<file path="config.mk">
export PLATFORM = sky130hd
export DESIGN_NAME = gatenet_vote_classifier
export DESIGN_NICKNAME = d
export VERILOG_FILES = /design/src/rtl/gatenet_vote_classifier.sv
export SDC_FILE = /design/constraint.sdc
export NUM_CORES = 1
export LEC_CHECK = 0
export CAP_MARGIN = 20
export CORE_MARGIN = 2
export CORE_UTILIZATION = 53
export DETAILED_ROUTE_END_ITERATION = 7
export GPL_TIMING_DRIVEN = 0
export PLACE_DENSITY = 0.8
export SYNTH_ARGS = -nofsm -noshare
export SYNTH_HDL_FRONTEND = slang
export SYNTH_SLANG_ARGS = --single-unit
</file>
<file path="constraint.sdc">
create_clock -name clk -period 5.8 [get_ports clk]
set_input_delay 0.87 -clock clk [delete_from_list [all_inputs] [get_ports clk]]
set_output_delay 0.87 -clock clk [all_outputs]
set_load 0.01 [all_outputs]
</file>
<file path="src/rtl/gatenet_vote_classifier.sv">
// -----------------------------------------------------------------------------
// gatenet_vote_classifier
//
// Purpose:
//   Turns the raw output bits of a logic-gate network into a class decision.
//   Every class owns GROUP vote bits. The class score is the popcount of those
//   bits. The block accepts one vote vector and scores one class per cycle
//   with a single shared popcount unit. It then presents:
//     - the winning class,
//     - its score,
//     - the margin over the runner-up,
//     - a tie flag.
//   Ties resolve toward the lowest class index.
//
// Ports:
//   clk         in   rising-edge clock
//   rst_n       in   asynchronous active-low reset
//   in_valid    in   vote vector valid
//   in_ready    out  block idle and able to accept a vote vector
//   in_votes    in   N_CLASS*GROUP vote bits; class c owns [c*GROUP +: GROUP]
//   out_valid   out  result valid (held until out_ready)
//   out_ready   in   consumer takes the result
//   out_class   out  index of the winning class
//   out_score   out  popcount of the winning class (0..GROUP)
//   out_margin  out  winning score minus runner-up score
//   out_tie     out  another class matches the winning score
//
// Throughput is one vector every N_CLASS+2 cycles. Accept, scan and result
// phases never overlap. Every output is decoded from registers only.
// -----------------------------------------------------------------------------
module gatenet_vote_classifier #(
  parameter int N_CLASS = 2,
  parameter int GROUP   = 8
) (
  input  logic                                      clk,
  input  logic                                      rst_n,
  input  logic                                      in_valid,
  output logic                                      in_ready,
  input  logic [N_CLASS*GROUP-1:0]                  in_votes,
  output logic                                      out_valid,
  input  logic                                      out_ready,
  output logic [(($clog2(N_CLASS) > 1) ? $clog2(N_CLASS) : 1)-1:0] out_class,
  output logic [$clog2(GROUP+1)-1:0]                out_score,
  output logic [$clog2(GROUP+1)-1:0]                out_margin,
  output logic                                      out_tie
);

  localparam int SCORE_W = $clog2(GROUP + 1);
  localparam int IDX_W   = ($clog2(N_CLASS) > 1) ? $clog2(N_CLASS) : 1;
  localparam int VOTE_W  = N_CLASS * GROUP;
  localparam logic [IDX_W-1:0] LAST_CLS = IDX_W'(N_CLASS - 1);

  typedef enum logic [1:0] {
    S_IDLE,
    S_SCAN,
    S_DONE
  } state_t;

  state_t               r_state;
  state_t               w_next_state;

  logic                 r_live;     // low from reset until the first clock edge
  logic [VOTE_W-1:0]    r_votes;
  logic [IDX_W-1:0]     r_cls;
  logic [IDX_W-1:0]     r_idx;
  logic [SCORE_W-1:0]   r_best;
  logic [SCORE_W-1:0]   r_second;

  logic                 w_in_ready;
  logic                 w_accept;
  logic [VOTE_W-1:0]    w_shifted;
  logic [GROUP-1:0]     w_group;
  logic [SCORE_W-1:0]   w_score;

  // in_ready stays low through reset and until the first edge after release.
  // The state alone would already read IDLE during reset, so r_live gates it.
  assign w_in_ready = r_live && (r_state == S_IDLE);
  assign w_accept   = in_valid && w_in_ready;

  // ---------------------------------------------------------------------------
  // FSM state register
  // ---------------------------------------------------------------------------
  // NOTE: all clocked state uses non-blocking (<=) assignments so every
  // register samples pre-edge values, independent of process ordering.
  always_ff @(posedge clk or negedge rst_n) begin
    if (!rst_n) begin
      r_state <= S_IDLE;
    end else begin
      r_state <= w_next_state;
    end
  end

  // ---------------------------------------------------------------------------
  // FSM next-state logic
  // ---------------------------------------------------------------------------
  // NOTE: the default assignment comes first so that every path through the
  // case drives w_next_state and no latch is inferred.
  always_comb begin
    w_next_state = r_state;
    case (r_state)
      S_IDLE: if (w_accept)            w_next_state = S_SCAN;
      S_SCAN: if (r_cls == LAST_CLS)   w_next_state = S_DONE;
      S_DONE: if (out_ready)           w_next_state = S_IDLE;
      default:                         w_next_state = S_IDLE;
    endcase
  end

  // ---------------------------------------------------------------------------
  // Shared popcount unit: selects class r_cls from the registered vector
  // ---------------------------------------------------------------------------
  always_comb begin
    w_shifted = r_votes >> (int'(r_cls) * GROUP);
    w_group   = w_shifted[GROUP-1:0];
    w_score   = '0;
    for (int i = 0; i < GROUP; i++) begin
      w_score = w_score + SCORE_W'(w_group[i]);
    end
  end

  // ---------------------------------------------------------------------------
  // Datapath: vote capture, class counter, best / runner-up tracking
  // ---------------------------------------------------------------------------
  // NOTE: the vote register is reset explicitly. A sample abandoned by reset
  // therefore leaves no residue, and the reset state is fully defined.
  always_ff @(posedge clk or negedge rst_n) begin
    if (!rst_n) begin
      r_live   <= 1'b0;
      r_votes  <= '0;
      r_cls    <= '0;
      r_idx    <= '0;
      r_best   <= '0;
      r_second <= '0;
    end else begin
      r_live <= 1'b1;
      case (r_state)
        S_IDLE: begin
          if (w_accept) begin
            r_votes  <= in_votes;
            r_cls    <= '0;
            r_best   <= '0;
            r_second <= '0;
          end
        end
        S_SCAN: begin
          // Only a strictly greater score takes the lead, so equal scores
          // keep the lower class index. Either way, second never exceeds
          // best, which keeps the margin non-negative.
          if (r_cls == '0 || w_score > r_best) begin
            r_second <= (r_cls == '0) ? '0 : r_best;
            r_best   <= w_score;
            r_idx    <= r_cls;
          end else if (w_score > r_second) begin
            r_second <= w_score;
          end
          r_cls <= (r_cls == LAST_CLS) ? '0 : r_cls + 1'b1;
        end
        default: ; // S_DONE holds everything until the result is taken
      endcase
    end
  end

  // ---------------------------------------------------------------------------
  // Outputs are decoded from registers and forced to zero outside DONE
  // ---------------------------------------------------------------------------
  assign in_ready   = w_in_ready;
  assign out_valid  = (r_state == S_DONE);
  assign out_class  = out_valid ? r_idx : '0;
  assign out_score  = out_valid ? r_best : '0;
  assign out_margin = out_valid ? (r_best - r_second) : '0;
  assign out_tie    = out_valid && (r_best == r_second);

endmodule
</file>
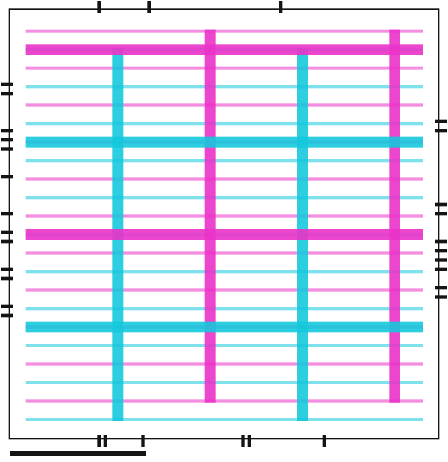
*Floorplan with the power grid, run 1*
The bar under the picture is 20 um long. Pins as bars on the die edge.
[VDD] magenta
[VSS] cyan
met5 straps: 4
signal pins: 32

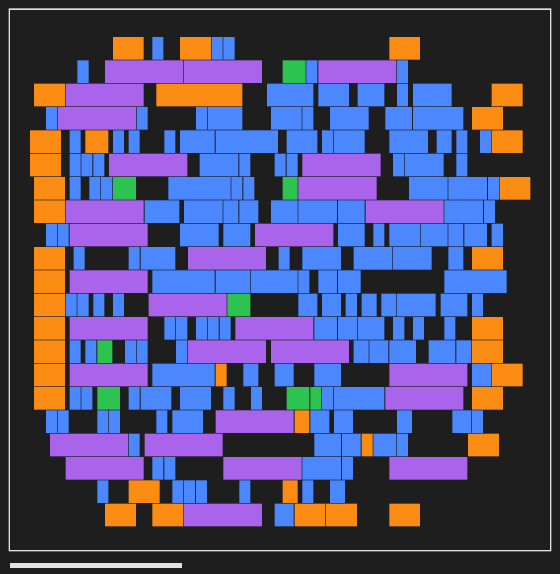
*Placed cells, one color a class, run 1*
The bar under the picture is 20 um long.
[remaining logic cells] blue | cells: 162
[clock drivers and dummy loads] green | cells: 8
[registers] purple | cells: 29
[remaining buffers and delay cells] orange | cells: 37
fin util: 68.6%
fin area: 0.00229 mm^2
area of the core: 0.00334 mm^2

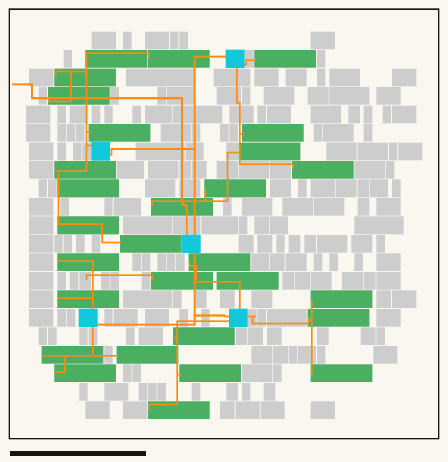
*Routed clock nets over the placement, run 1*
The bar under the picture is 20 um long.
[clock wires] orange | length: 366 um
[flip-flops] green | count: 29
[clock-net drivers] cyan | count: 5
routed clock nets: 6

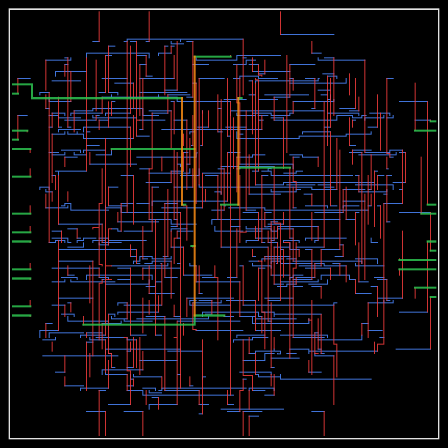
*Routed metal, one color a layer, run 1*
[M4] orange | wire length: 69.4 um
[M3] green | wire length: 126 um
[M1] blue | wire length: 1,560 um
[M2] red | wire length: 1,690 um

==> CHANGELOG.md, run 1 <==
### Metrics

- CTS tree: done
- Final-report setup violation count: 0
- Top cells by count, synth: sky130_fd_sc_hd__nand2_1 (54), sky130_fd_sc_hd__dfrtp_1 (29), sky130_fd_sc_hd__inv_1 (16)
- Dominant cell type by area after synthesis: sky130_fd_sc_hd__dfrtp_1
- Run status: finished, final reports clean
- Non-filler instance count after layout: ~280
- Final-stage net count: 274
- Count of plain and timing-repair buffers in the layout: 37
- Clock Sinks: 29
- Most instantiated library cell after synthesis: sky130_fd_sc_hd__nand2_1
- Overall die height: 63.0 um
- Flops: 29
- Diodes inserted: 0
- Crit Path Class: register to register
- Critical path destination: r_best[2]$_DFFE_PN0P_
- Leading cell types by total area after synthesis: sky130_fd_sc_hd__dfrtp_1 (39%), sky130_fd_sc_hd__nand2_1 (11%), sky130_fd_sc_hd__ha_1 (9.5%)
- Area-dominant class: multi-input combinational cells
- Crit path required time: between 6 and 7 ns
- CTS max path bufs: 2
- Initial DRC count: 17
- Simple Share, Synth: 21.0%
- Row count: 21
- Post-CTS Setup Inserts: 0
- Worst-case reg-to-reg path depth: 15
- Clock slew seen by the registers of the worst setup and hold paths: 0.09 ns
- Detailed-route DRC error count: 0
- GRT Residual Overflow: 0
### Congestion heat map, run 1

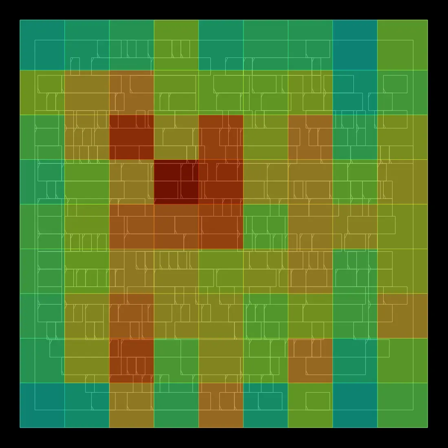

==> run 2: changes to the inputs <==
--- a/config.mk
+++ b/config.mk
@@ -7,10 +7,10 @@
 export LEC_CHECK = 0
 export CAP_MARGIN = 20
 export CORE_MARGIN = 2
-export CORE_UTILIZATION = 53
+export CORE_UTILIZATION = 47
 export DETAILED_ROUTE_END_ITERATION = 7
 export GPL_TIMING_DRIVEN = 0
-export PLACE_DENSITY = 0.8
+export PLACE_DENSITY = 0.75
 export SYNTH_ARGS = -nofsm -noshare
 export SYNTH_HDL_FRONTEND = slang
 export SYNTH_SLANG_ARGS = --single-unit
==> constraint.sdc (replaced) <==
create_clock -name clk -period 4.15 [get_ports clk]
set_input_delay 0.6225 -clock clk [delete_from_list [all_inputs] [get_ports clk]]
set_output_delay 0.6225 -clock clk [all_outputs]
set_load 0.01 [all_outputs]
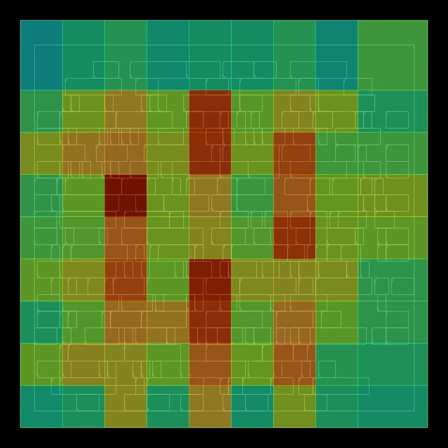
*Congestion heat map, run 2*
global routing's busiest layer: met2
GRT met3 Usage: 5.41%
met1 usage in global routing: 22.7%
wire length per cell after detailed routing: 12.3 um

==> CHANGELOG.md, run 2 <==
### Metrics

- Top cells by count, synth: sky130_fd_sc_hd__nand2_1 (54), sky130_fd_sc_hd__dfrtp_1 (29), sky130_fd_sc_hd__inv_1 (16)
- Fin util: 65.9% (-2.7 points)
- Failing checks: setup timing
- Simple Share, Synth: 21.0% (unchanged)
- GRT Residual Overflow: 0 (unchanged)
- Post-CTS Setup Inserts: 8 (+8)
- Worst-case reg-to-reg path depth: 16 (+1)
- Final-report setup violation count: 8 (+8)
- Non-filler instance count after layout: 291 (+3.2%)
- Final-stage net count: 283 (+3.3%)
- Well tap count: 48
- Worst Setup Start Kind: register
- Fin area: 0.00245 mm^2 (+6.9%)
- Period utilisation layout: 107%
- Most instantiated library cell after synthesis: sky130_fd_sc_hd__nand2_1
- Inserted Clock Buffers: 5
- Overall die height: 66.6 um (+5.8%)
- Final Routed Wirelength: 3.58 mm
- Flops: 29 (unchanged)
- Worst setup path startpoint: r_cls$_DFFE_PN0P_
- Leading cell types by total area after synthesis: sky130_fd_sc_hd__dfrtp_1 (39%), sky130_fd_sc_hd__nand2_1 (11%), sky130_fd_sc_hd__ha_1 (9.5%)
- Count of plain and timing-repair buffers in the layout: 46 (+24%)
- Run status: complete, but fails checks
- Crit Path Class: register to register
- Initial DRC count: 54 (+37)
- Clock Sinks: 29 (unchanged)
- Area-dominant class: multi-input combinational cells
- Clock slew seen by the registers of the worst setup and hold paths: 0.06 ns (-0.03 ns)
- YS warnings: 0
- Dominant cell type by area after synthesis: sky130_fd_sc_hd__dfrtp_1
- Setup ws final: -0.286 ns
- Diodes inserted: 0 (unchanged)
- CTS max path bufs: 2 (unchanged)
- Remaining antenna violation count after routing: 0
- CTS tree: done
- Critical path destination: r_second[3]$_DFFE_PN0P_
- Area of the core: 0.00372 mm^2 (+11%)
### Routed metal, one color a layer, run 2

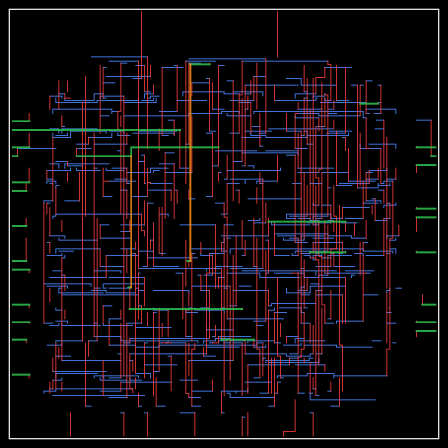

==> run 3: changes to the inputs <==
--- a/config.mk
+++ b/config.mk
@@ -10,7 +10,8 @@
 export CORE_UTILIZATION = 47
 export DETAILED_ROUTE_END_ITERATION = 7
 export GPL_TIMING_DRIVEN = 0
-export PLACE_DENSITY = 0.75
+export PLACE_DENSITY_LB_ADDON = 0.25
+export RECOVER_POWER = 100
 export SYNTH_ARGS = -nofsm -noshare
 export SYNTH_HDL_FRONTEND = slang
 export SYNTH_SLANG_ARGS = --single-unit
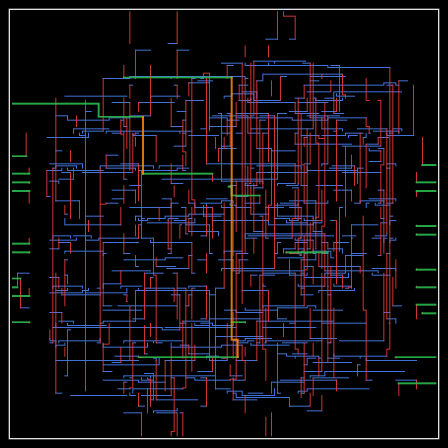
*Routed metal, one color a layer, run 3*
[M4] orange | wire length: 53.3 um
[M2] red | wire length: 1,720 um
[M3] green | wire length: 138 um
[M1] blue | wire length: 1,600 um

==> CHANGELOG.md, run 3 <==
### Metrics

- Run status: complete, but fails checks
- Failing checks: setup timing
- Non-filler instance count after layout: 290 (-0.34%)
- Diodes inserted: 0 (unchanged)
- Overall die height: 66.6 um (unchanged)
- Fin area: 0.00244 mm^2 (-0.31%)
- Dominant cell type by area after synthesis: sky130_fd_sc_hd__dfrtp_1
- Well tap count: 48 (unchanged)
- Simple Share, Synth: 21.0% (unchanged)
- Clock Sinks: 29 (unchanged)
- Inserted Clock Buffers: 5 (unchanged)
- Final Routed Wirelength: 3.51 mm (-1.8%)
- Final-report setup violation count: 9 (+1)
- Initial DRC count: 34 (-37%)
- Area-dominant class: multi-input combinational cells
- Met1 usage in global routing: 22.5% (-0.27 points)
- GRT met3 Usage: 5.07% (-0.34 points)
- Clock slew seen by the registers of the worst setup and hold paths: 0.06 ns (about the same)
- Area of the core: 0.00372 mm^2 (unchanged)
- Top cells by count, synth: sky130_fd_sc_hd__nand2_1 (54), sky130_fd_sc_hd__dfrtp_1 (29), sky130_fd_sc_hd__inv_1 (16)
- Critical path destination: r_best[2]$_DFFE_PN0P_
- Fin util: 65.7% (-0.20 points)
- Crit Path Class: register to register
- Detailed-route DRC error count: 0
- Global routing's busiest layer: met2
- Period utilisation layout: 106% (-0.43 points)
- Worst-case reg-to-reg path depth: 16 (unchanged)
- CTS max path bufs: 2 (unchanged)
- Setup ws final: -0.268 ns (+0.0179 ns)
- Most instantiated library cell after synthesis: sky130_fd_sc_hd__nand2_1
- Post-CTS Setup Inserts: 6 (-2)
- Final-stage net count: 281 (-0.71%)
- Remaining antenna violation count after routing: 0 (unchanged)
- YS warnings: 0 (unchanged)
- Worst setup path startpoint: r_cls$_DFFE_PN0P_
- Count of plain and timing-repair buffers in the layout: 44 (-4.3%)
